[config.mk]
export PLATFORM = sky130hd
export DESIGN_NAME = timer_sequencer
export DESIGN_NICKNAME = d
export VERILOG_FILES = /design/src/rtl/timer_sequencer.sv
export SDC_FILE = /design/constraint.sdc
export NUM_CORES = 1
export LEC_CHECK = 0
export CAP_MARGIN = 20
export CELL_PAD_IN_SITES_DETAIL_PLACEMENT = 1
export CELL_PAD_IN_SITES_GLOBAL_PLACEMENT = 1
export CORE_UTILIZATION = 39
export CTS_CLUSTER_SIZE = 28
export DETAILED_ROUTE_END_ITERATION = 16
export PLACE_DENSITY = 0.81
export SLEW_MARGIN = 20
export SYNTH_ARGS = -nofsm -noshare
export SYNTH_HDL_FRONTEND = slang
export SYNTH_SLANG_ARGS = --single-unit
[constraint.sdc]
create_clock -name clk -period 2 [get_ports clk]
set_clock_uncertainty 0.05 [all_clocks]
set_input_delay 0.3 -clock clk [delete_from_list [all_inputs] [get_ports clk]]
set_output_delay 0.3 -clock clk [all_outputs]
set_load 0.01 [all_outputs]
[src/rtl/timer_sequencer.sv]
// Sequences a 4-entry interval table through an external countdown timer.
// Define TIMER_SEQ_LOOP_EN to honour the loop input; otherwise loop is ignored.
module timer_sequencer (
   input  logic       clk,
   input  logic       reset,
   input  logic       go,
   input  logic       abort,
   input  logic       loop,
   input  logic [1:0] seg_count,
   input  logic       cfg_we,
   input  logic [1:0] cfg_addr,
   input  logic [7:0] cfg_data,
   output logic       tmr_rst,
   output logic       tmr_start,
   output logic       tmr_mode,
   output logic [7:0] tmr_set,
   input  logic       tmr_done,
   output logic       busy,
   output logic [1:0] seg_idx,
   output logic       seg_pulse,
   output logic       seq_done
);

   typedef enum logic [2:0] {
      IDLE, CLEAR, ARM, WAIT, NEXT, ABORT
   } state_t;

   state_t     state;
   logic [7:0] tbl [4];
   logic       done_q;
   logic       loop_en;
   logic [7:0] cur;
   logic       done_rise;

`ifdef TIMER_SEQ_LOOP_EN
   assign loop_en = loop;
`else
   assign loop_en = loop & 1'b0;
`endif

   assign cur       = tbl[seg_idx];
   assign done_rise = tmr_done & ~done_q;

   always_ff @(posedge clk or negedge reset) begin
      if (!reset) begin
         state     <= IDLE;
         seg_idx   <= 2'd0;
         done_q    <= 1'b0;
         tmr_rst   <= 1'b0;
         tmr_start <= 1'b0;
         tmr_mode  <= 1'b0;
         tmr_set   <= 8'd0;
         busy      <= 1'b0;
         seg_pulse <= 1'b0;
         seq_done  <= 1'b0;
         for (int i = 0; i < 4; i++) tbl[i] <= 8'd0;
      end else begin
         done_q    <= tmr_done;
         tmr_rst   <= 1'b0;
         tmr_start <= 1'b0;
         seg_pulse <= 1'b0;
         seq_done  <= 1'b0;
         if (cfg_we && !busy) tbl[cfg_addr] <= cfg_data;
         // abort outranks any same-cycle done edge
         if (state != IDLE && abort) begin
            state   <= ABORT;
            tmr_rst <= 1'b1;
            tmr_set <= 8'd0;
         end else begin
            unique case (state)
               IDLE: begin
                  if (go && !abort) begin
                     state    <= CLEAR;
                     seg_idx  <= 2'd0;
                     tmr_rst  <= 1'b1;
                     busy     <= 1'b1;
                     tmr_mode <= 1'b1;
                  end
               end
               CLEAR: begin
                  if (cur != 8'd0) begin
                     state     <= ARM;
                     tmr_start <= 1'b1;
                     tmr_set   <= cur;
                  end else begin
                     state <= NEXT;
                  end
               end
               ARM: state <= WAIT;
               WAIT: begin
                  if (done_rise) begin
                     state     <= NEXT;
                     seg_pulse <= 1'b1;
                     tmr_set   <= 8'd0;
                  end
               end
               NEXT: begin
                  if (seg_idx < seg_count) begin
                     seg_idx <= seg_idx + 2'd1;
                     state   <= CLEAR;
                     tmr_rst <= 1'b1;
                  end else if (loop_en) begin
                     seg_idx <= 2'd0;
                     state   <= CLEAR;
                     tmr_rst <= 1'b1;
                  end else begin
                     state    <= IDLE;
                     seq_done <= 1'b1;
                     busy     <= 1'b0;
                     tmr_mode <= 1'b0;
                  end
               end
               ABORT: begin
                  state    <= IDLE;
                  seg_idx  <= 2'd0;
                  busy     <= 1'b0;
                  tmr_mode <= 1'b0;
               end
               default: state <= IDLE;
            endcase
         end
      end
   end

endmodule

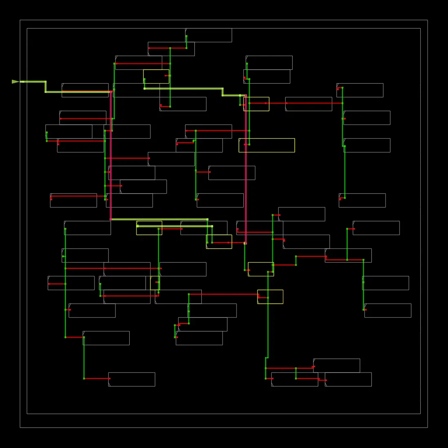
*Clock routing, run 1*
worst-skew pair later-pin latency: 0.31 ns
clock sink count: 51

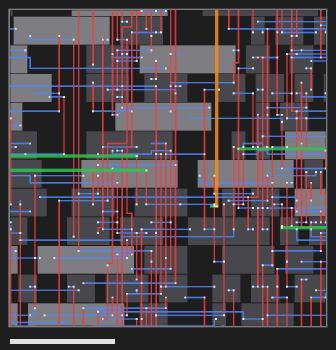
*A small window of the routed layout, run 1*
Bar = 10 µm. Window x 25 to 55, y 25 to 55 µm. Cells in gray, sequential cells in the stronger gray; small squares are vias.
| color | layer |
|---|---|
| green | met3 |
| red | met2 |
| blue | met1 |
| orange | met4 |
cells with their middle in the window: 49
netlist names of flops here include: tbl (6), state (1)
sequential cells in the window: 7
most frequent: mux2_2 (9), buf_4 (8), dfrtp_1 (7)

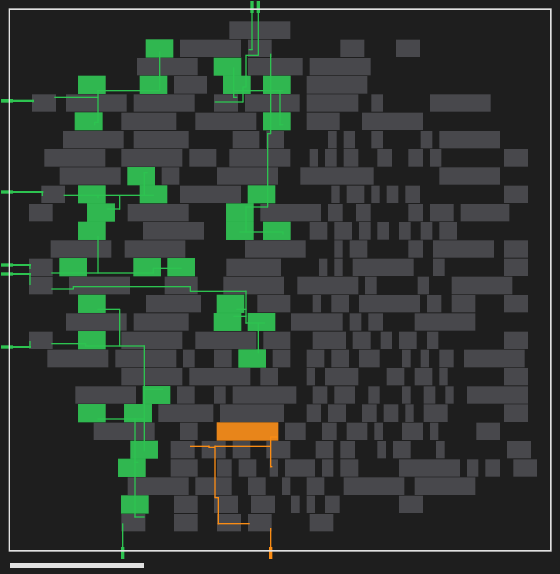
*Nets reached from selected ports, run 1*
Bar = 20 µm.
| color | port | bits | direction | end cells | buffers | wire |
|---|---|---|---|---|---|---|
| green | cfg_data | 8 | input | 32 | 8 | 286 µm |
| orange | tmr_mode | 1 | output | 1 | 1 | 37.2 µm |

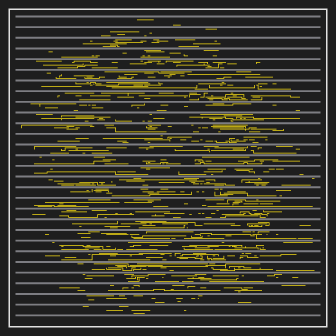
*M1 wires, run 1*
Supply wires on this layer in gray.
wire length on this layer: 2380 µm
longest straight run: 26.7 µm
nets with wire on the layer: 222
share of all routed wire: 43%

==> flow_metrics.tcl, run 1 <==
# implementation run metrics
set metrics [dict create \
    violations "negative setup slack" \
    yosys_warnings 0 \
    diodes 0 \
    reg2reg_slack_ns -0.05 \
    power.leakage_nw 1.31 \
    warnings 30 \
    yosysUniqueCellTypes 42 \
    r2r-end "state[1]" \
    dieHeight_um 80.5 \
    ff_type "dfrtp_1" \
    portBuffers 33 \
    chipWidth_um 80.5 \
    finalNetCount 260 \
    worstPathArrival_ns 2.21 \
    final_cell_count_no_fill 316 \
    cts_buffer_depth 2 \
    slew_violations 0 \
    final_common_cell "dfrtp_1" \
    core_util_floorplan_pct 40.6 \
    flop_area_um2 1280 \
    mi_logic_area_um2 1040 \
    fin_ws_ns -0.0542 \
    num_vias 1738 \
    drt-initial-drc-count 48 \
    rows 28 \
    setup_tns_ns -0.138 \
    outcome "finished, violations left" \
    gr-total-overflow 0 \
    post-route-util_pct 52.3 \
    dp_cells 300 \
    ys_ff 51 \
    antenna_found_initial 0 \
    drive_gt1_share_pct 34.0 \
    required_ns 2.15 \
    cap_viol_max_count 0 \
    design_area_um2 3090 \
    path_max_fanout 5 \
    synth-edff-count 0 \
    antenna_left 0 \
    setup_violations 6 \
    yosysSeqAreaShare_pct 53.1 \
    synth_area_um2 2400 \
    setup.worst_path.end_class "flop" \
    place_area_um2 2920 \
    p_per_area_nw_per_um2 1450 \
    dpl.hpwl_mm 3.99 \
    ys_async_sr_fraction_pct 100 \
    ioPinCount 35 \
    htreeDepth 2 \
    worst_pin_slew_ns 0.746 \
    reg2reg_depth 5 \
    drt_wl_total_mm 5.55 \
    place.gp.congestion 0.760 \
    die-area_um2 6480 \
]
==> run 1: where the power goes <==
| group | internal, mW | total [mW] | switching, mW |
|---|---|---|---|
| logic | 1.10 | 1.96 | 0.858 |
| registers | 1.47 | 1.80 | 0.328 |
| clock network | 0.405 | 0.738 | 0.333 |
==> run 1: cell type report <==
type                       count  share of cell area, %
sequential                    51                   41.3
multi-input combinational    118                   33.6
timing repair buffer          58                   17.5
tap                           75                   3.03
clock buffer                   6                   2.67
clock inverter                 2                   1.13
inverter                       6                  0.728
==> run 1: sequential cells by signal (all words and copies together) (netlist names) <==
name and flops:
tmr_rst 1, state 3, done_q 1, busy 1, tmr_start 1, tbl 32, tmr_set 8, seq_done 1
seg_pulse 1, seg_idx 2
==> run 1: metal layers <==
layer | global-route usage [%] | up-vias | wire [µm]
met5 | 0 | - | 0
li1 | - | 795 | -
met4 | 6.07 | 0 | 81
met1 | 23.6 | 895 | 2380
met3 | 4.32 | 7 | 212
met2 | 34.1 | 41 | 2870
==> run 1: worst min path at each step <==
| stage | from | to | slack [ns] | depth (start not counted) |
|---|---|---|---|---|
| 2_1_floorplan | reset | busy | -0.05 | 0 |
| 3_3_place_gp | reset | seq_done | 0.27 | 1 |
| 3_5_place_dp | reset | state[0] | 0.27 | 1 |
| 4_1_cts | tmr_done | done_q | 0.41 | 1 |
| 5_1_grt | tmr_done | done_q | 0.42 | 1 |
| 6_report | tmr_done | done_q | 0.41 | 1 |
==> run 1: synth_stat cells, types with 2 or more instances <==
library cell	instances	area (µm²)
a31oi_1	2	12.5
buf_1	2	7.51
clkbuf_1	6	22.5
dfrtp_1	51	1280
inv_1	6	22.5
mux2_2	32	360
mux4_1	5	131
mux4_2	3	67.6
nand2_1	11	41.3
nand2b_1	2	12.5
nand3_1	16	80.1
nand4_1	9	56.3
nor2_1	6	22.5
nor2b_1	2	12.5
nor4_4	2	42.5
nor4bb_1	2	20.0
o21ai_0	3	15.0
==> run 1: cells by family after synthesis <==
family	share of synthesized area (%)
buffers and inverters	2.97
adder cells (fa/ha/maj)	0.520
multiplexers	23.3
AND-OR/OR-AND	5.05
AND/OR/NAND/NOR	15.1
flip-flops	53.1
==> run 1: worst max-delay path, cell delays in order, from the launching register on <==
cell and delay (ns):
dfrtp_2 0.47, buf_6 0.14, mux4_2 0.55, nor4_4 0.37, nand2_2 0.14, a32o_1 0.23
==> run 1: metrics by stage <==
stage | worst slack (ns) | power, mW
after floorplan | -0.0341 | 2.86
after global placement | -0.0540 | 3.50
after detailed placement | -0.116 | 3.61
after CTS | -0.0252 | 4.46
after global routing | -0.101 | 4.77
final | -0.0542 | 4.50
==> run 1: timing repair <==
action | 4_1_cts | 5_1_grt
gates resized | 6 | 4
endpoints found under the setup margin | 11 | 11
pin swaps | 2 | 17
setup buffers | 5 | 2
hold endpoints to repair | 22 | 0
hold buffers | 1 | 0
==> run 2, diff against run 1 <==
--- a/config.mk
+++ b/config.mk
@@ -11,6 +11,7 @@
 export CORE_UTILIZATION = 39
 export CTS_CLUSTER_SIZE = 28
 export DETAILED_ROUTE_END_ITERATION = 16
+export HOLD_SLACK_MARGIN = 0.03
 export PLACE_DENSITY = 0.81
 export SLEW_MARGIN = 20
 export SYNTH_ARGS = -nofsm -noshare
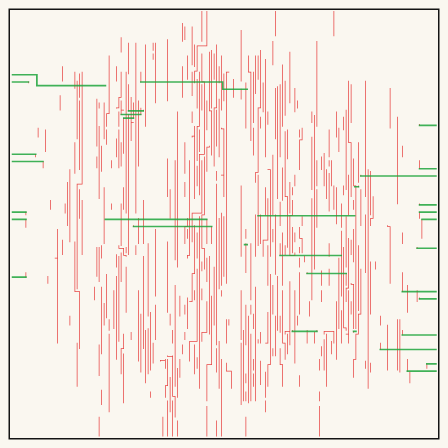
*Wiring by layer, run 2*
Only two layers are drawn.
| color | layer | wire length |
|---|---|---|
| red | met2 | 2870 µm |
| green | met3 | 212 µm |
overall routing resource usage: 19.5%
Via Count: 1738
Wirelength per Cell: 17.5 µm

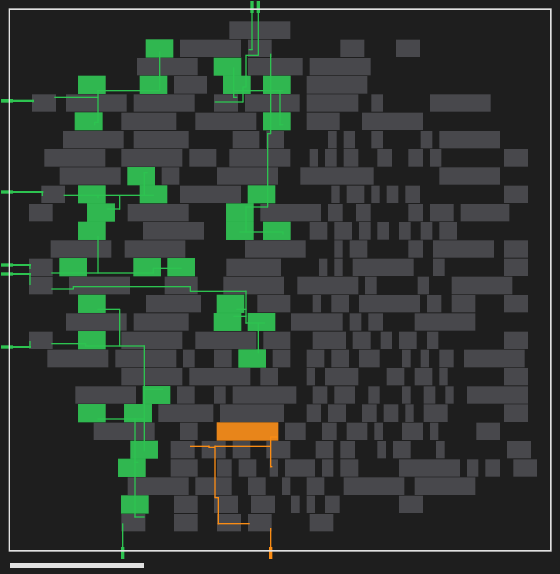
*Nets reached from selected ports, run 2*
Bar = 20 µm.
| color | port | bits | direction | end cells | buffers | wire |
|---|---|---|---|---|---|---|
| green | cfg_data | 8 | input | 32 | 8 | 286 µm |
| orange | tmr_mode | 1 | output | 1 | 1 | 37.2 µm |

==> run 2 against run 1 <==
  * The run still ends with negative setup slack left
  * Wire length unchanged
  * Register-to-register slack about the same
  * Core utilization unchanged
  * Synthesized area unchanged
  * Non-clock buffer count unchanged
  * Clock-buffer cell count unchanged
  * Via count unchanged
  * Critical endpoint unchanged
  * Highest routed layer unchanged
==> flow_metrics.tcl, run 2 <==
# implementation run metrics
set metrics [dict create \
    outcome "finished, violations left" \
    violations "negative setup slack" \
    yosysSeqAreaShare_pct 53.1 \
    synth.avg_cell_area_um2 13.0 \
    dr.pass1.iters 4 \
    slew_violations 0 \
    place.gp.congestion 0.760 \
    antenna_left 0 \
    regMostFlops "tbl" \
    gr-total-overflow 0 \
    drt_wl_total_mm 5.55 \
    yosys_cells 185 \
    cts_tree "done" \
    critPathKind "flop to flop" \
    largest_register_ffs 32 \
    vias_per_cell 5.50 \
    cts-buffers-inserted 5 \
    yosys_warnings 0 \
    synth-edff-count 0 \
    worstPathArrival_ns 2.21 \
    diodes 0 \
    fin_hold_ws_ns 0.407 \
    clock_sinks 51 \
    cts_buffer_depth 2 \
    warnings 30 \
    htreeDepth 2 \
    setup_violations 6 \
    yosys.area.top_type_share_pct 53.1 \
    synth-area-yosys_um2 2400 \
    fmax_mhz 487 \
    top_area_cell "dfrtp_1" \
    p_int_mw 2.98 \
    required_ns 2.15 \
    final_common_cell "dfrtp_1" \
    ioPinCount 35 \
    synthCells 185 \
    slew_headroom_pct 50.1 \
    reg_top3 "tbl x32, tmr_set x8, state x3" \
    p_sw_share_pct 33.8 \
    finalNetCount 260 \
    fin_crit_ns 2.05 \
    ys_ff 51 \
    chipWidth_um 80.5 \
    p_seq_share_pct 39.9 \
    cp-start-kind "flop" \
    portBuffers 33 \
    ys_async_sr_fraction_pct 100 \
    dieHeight_um 80.5 \
    cts.clk_slew.worst_paths_ns 0.10 \
    rows 28 \
    drive_gt1_share_pct 34.0 \
    p_per_area_nw_per_um2 1450 \
    combinationalPowerShare_pct 43.6 \
    first_global_vias 1864 \
    fin_ws_ns -0.0542 \
    core_um2 5920 \
    yosys-top-cells-count "51 x dfrtp_1, 32 x mux2_2, 16 x nand3_1, 11 x nand2_1, 9 x nand4_1" \
    synth_area_um2 2400 \
    irDropWorstVdd_mv 0.559 \
    ff_type "dfrtp_1" \
    antenna_found_initial 0 \
    dpl.hpwl_mm 3.99 \
    drt-initial-drc-count 48 \
    holdCritPathClass "primary input to flop" \
    grt_pass1_wl_mm 9.34 \
    rsz0062_at_grt "true" \
    fp_nets 205 \
    pwr-share-clk_pct 16.4 \
    worstSkewPairLatency_ns 0.31 \
    fin_total_pwr_mw 4.50 \
    core_util_floorplan_pct 40.6 \
    cap_viol_max_count 0 \
    p_switching_mw 1.52 \
    setup.worst_path.end_class "flop" \
    drcViolationCount 0 \
    die-area_um2 6480 \
    worst_pin_slew_ns 0.746 \
    yosysUniqueCellTypes 42 \
    path_max_fanout 5 \
    topCellsByArea "dfrtp_1 53%, mux2_2 15%, mux4_1 5.5%" \
    power.leakage_nw 1.31 \
    period_used_pct 103 \
    most_common_cell "dfrtp_1" \
]
run 2: cell counts after synthesis:
Identical to the previous run, type by type.
run 2: routing by layer:
metal / vias up / global-route usage [%] / routed length, µm
li1: 795 / - / -
met1: 895 / 23.6 / 2380
met2: 41 / 34.1 / 2870
met3: 7 / 4.32 / 212
met4: 0 / 6.07 / 81
met5: - / 0 / 0
run 2: area by class of cell:
type | instances | area (µm²)
clock buffer | 6 | 82.6
clock inverter | 2 | 35.0
fill | 621 | 2830
inverter | 6 | 22.5
multi-input combinational | 118 | 1040
sequential | 51 | 1280
tap | 75 | 93.8
timing repair buffer | 58 | 543
run 2: cells by family after synthesis:
kind of cell,count (synthesis),share of synthesized area (%)
compound gates,17,5.05
fa+ha+maj,1,0.520
buf+inv,16,2.97
flops,51,53.1
mux,40,23.3
simple gates,60,15.1
run 2: critical path, cell delays in order (launching register included):
cell     delay, ns
dfrtp_2       0.47
buf_6         0.14
mux4_2        0.55
nor4_4        0.37
nand2_2       0.14
a32o_1        0.23
run 2: worst paths after layout:
path,slack [ns],endpoint,cells after the start,startpoint
min in group asynchronous,0.47,state[0],2,reset
hold reg to reg,0.47,tbl[8],1,tbl[8]
setup reg to reg,-0.05,state[1],5,seg_idx[0]
hold / removal,0.41,done_q,1,tmr_done
max in group asynchronous,0.88,tbl[18],3,reset
setup / recovery,-0.05,state[1],5,seg_idx[0]
run 2: per-stage QoR:
stage          instances  area [µm²]  setup TNS (ns)  setup WS, ns  utilization, %
4_1_cts              314        3070         -0.0339       -0.0252            51.9
6_report             316        3090          -0.138       -0.0542            52.3
3_3_place_gp         300        2920          -0.319       -0.0540            49.3
5_1_grt              316        3090          -0.738        -0.101            52.3
3_5_place_dp         300        2920          -0.774        -0.116            49.3
2_1_floorplan        185        2410         -0.0582       -0.0341               -
run 2: timing repair:
item	4_1_cts	5_1_grt
pin swaps	2	17
hold endpoints to repair	22	0
hold buffers	1	0
setup buffers	5	2
endpoints found under the setup margin	11	11
gates resized	6	4
run 2: power groups by stage:
stage               sequential [mW]  clock, mW  combinational [mW]
floorplan                      1.72          0                1.13
global route                   1.85      0.785                2.14
finish                         1.80      0.738                1.96
CTS                            1.79      0.759                1.91
global placement               1.77          0                1.73
detailed placement             1.82          0                1.80
Power and IR drop assume default switching activity.
